**M1 wires**

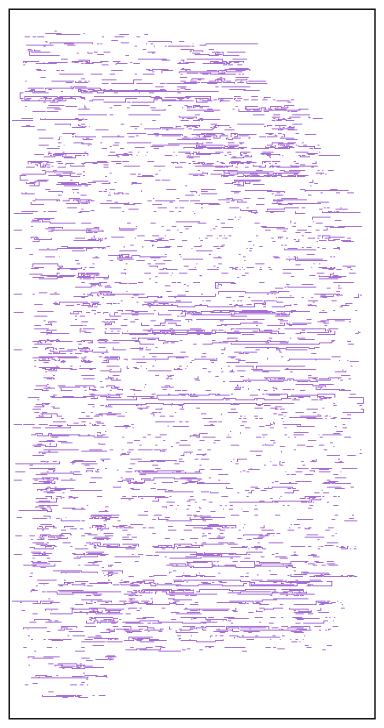
**Register map, names as in the netlist**

Other sequential cells in the stronger gray, the rest of the logic in the fainter gray.
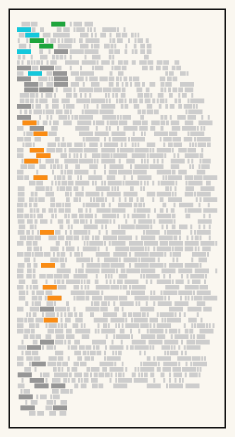
**Signal wires on met2**

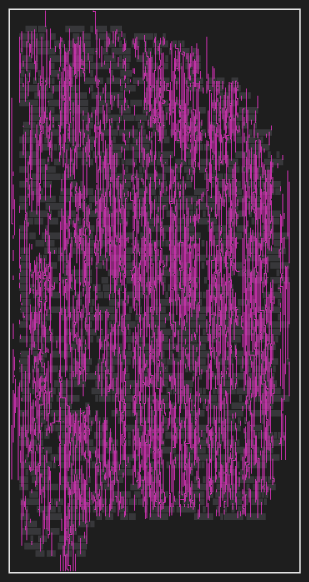
==> config.mk <==
export PLATFORM = sky130hd
export DESIGN_NAME = ball_event_detector
export DESIGN_NICKNAME = d
export VERILOG_FILES = /design/src/rtl/ball_event_detector.sv
export SDC_FILE = /design/constraint.sdc
export NUM_CORES = 1
export LEC_CHECK = 0
export CORE_ASPECT_RATIO = 2
export CORE_MARGIN = 3
export CORE_UTILIZATION = 55
export CTS_BUF_LIST = sky130_fd_sc_hd__clkbuf_8
export DETAILED_ROUTE_END_ITERATION = 8
export PLACE_DENSITY_LB_ADDON = 0.2
export SYNTH_ARGS = -nofsm -noshare
export SYNTH_HDL_FRONTEND = slang
export SYNTH_SLANG_ARGS = --single-unit
==> constraint.sdc <==
create_clock -name clk -period 24.9 [get_ports clk]
set_input_delay 4.98 -clock clk [delete_from_list [all_inputs] [get_ports clk]]
set_output_delay 4.98 -clock clk [all_outputs]
set_load 0.03 [all_outputs]
==> impl_metrics.tcl <==
# place-and-route summary
set metrics [dict create \
    grt_max_degree 36 \
    holdPathStages 1 \
    enable_flop_cells 0 \
    finClkSkew_ns 0.01104 \
    top_usage_layer "met2" \
    core_sq_um 19550 \
    taps 259 \
    setup_viol 0 \
    die_h_um 206.9 \
    ys_sh_simple_pct 14.32 \
    hp-class "reg -> reg" \
    fillCellCount 1798 \
    max_slew_margin_pct 34.23 \
    seq_cell_count 42 \
    buf_share_pct 5.211 \
    cp_data_required_time_ns 25.12 \
    die-area_sq_um 22030 \
    crit_top_cell "fa_1" \
    cts_setup_buffers 0 \
    async_flop_share_pct 0 \
    fin_crit_ns 11.08 \
    outcome "complete, no violations" \
    grt_antenna_before_repair 0 \
    cts_tree "done" \
    clock_path_buffers 2 \
    clkCellAreaFrac_pct 0.7414 \
    drcViolationCount 0 \
    syn_to_final_growth_pct 9.420 \
    diodes 0 \
    whs_ns 0.4373 \
    post_drt_via_cell_ratio 5.387 \
    num_rows 72 \
    nNetsFinal 1694 \
    cts_hold_buf 0 \
    tool_warnings 32 \
    yosysSeqAreaShare_pct 7.572 \
    synth_cells 1242 \
    worst_pin_slew_ns 0.9832 \
    path_clk_slew_ns 0.09 \
    cpPeakStageDelay_ns 0.58 \
    nNonClkInverters 273 \
    hpwl_um 23140 \
    syn_avg_cell_area_sq_um 8.941 \
    crit_fanout 14 \
    sh_comb_area_pct 76.03 \
    rsz0062_at_grt "no" \
    fin_crit_sh_pct 44.48 \
    ys_cells 1242 \
    clkLatencyLatePin_ns 0.32 \
    cts.sinks 42 \
    critical_path_class "reg -> reg" \
    portBuffers 52 \
    numCtsBuffers 5 \
]
-- 'M1 wires' (at the start) --
- wire length on this layer: 8000 um
- nets with wire on the layer: 1572
- main direction: horizontal
- longest straight run: 33.6 um
- share of all routed wire: 31%
DRT Wirelength: 26150 um
Vias: 8501
met1 Use GR: 22.74%

-- 'register map, names as in the netlist' (at the start) --
- `stillCnt_q`: cyan (sequential cells 4; where top left)
- `ballHoleNum`: green (sequential cells 3)
- `x_q`: orange (sequential cells 11)
- not colored: 24
FF+latch area: 840.8 sq um
Util after Layout: 62.15%
flop share of the area: 6.920%

-- 'signal wires on met2' (at the start) --
- longest straight run: 57.8 um
- share of all routed wire: 60%
- main direction: vertical
- nets with wire on the layer: 1511
- wire length on this layer: 15700 um
GRT met2 Usage: 54.29%

[stage by stage]
stage	utilization [%]	cells	area, sq um
3_3_place_gp	61.69	1570	12060
6_report	62.15	1578	12150
3_5_place_dp	61.69	1570	12060
5_1_grt	62.15	1578	12150
4_1_cts	62.15	1578	12150
2_1_floorplan	-	1276	11230
[cells in the mapped netlist (3+ instances only)]
cell type,instances,area [sq um]
xor2_1,20,175.2
mux2i_1,34,340.3
o21a_1,7,52.55
fa_1,200,4004
a211oi_1,13,97.59
a32oi_1,4,35.03
a221oi_1,4,35.03
inv_2,3,11.26
a21oi_1,22,110.1
xnor2_1,30,262.8
o21ai_0,26,130.1
ha_1,128,1602
clkbuf_1,27,101.4
and3_1,4,25.02
a21o_1,14,105.1
or4_1,5,37.54
nor3_1,19,95.09
nand3_1,7,35.03
nor4_1,7,43.79
mux2_2,7,78.83
buf_1,3,11.26
a31oi_1,4,25.02
a311oi_1,3,26.28
dfxtp_1,42,840.8
a21boi_0,3,22.52
o21ai_1,3,15.01
nor3b_1,5,37.54
nor2_1,151,566.8
and2_1,8,50.05
o31ai_1,4,30.03
nor2b_1,18,112.6
o21bai_1,4,30.03
or2_2,25,156.4
nand2_1,46,172.7
nand4_1,5,31.28
nand2b_1,16,100.1
inv_1,270,1013
[worst max-delay path: cells and delay by family (launching register included)]
kind / cells / cell delay [ns]
compound gates: 11 / 3.62
xor+xnor: 2 / 0.29
fa+ha+maj: 10 / 4.56
buf+inv: 5 / 0.56
flops: 1 / 0.45
mux: 1 / 0.37
simple gates: 4 / 1.13
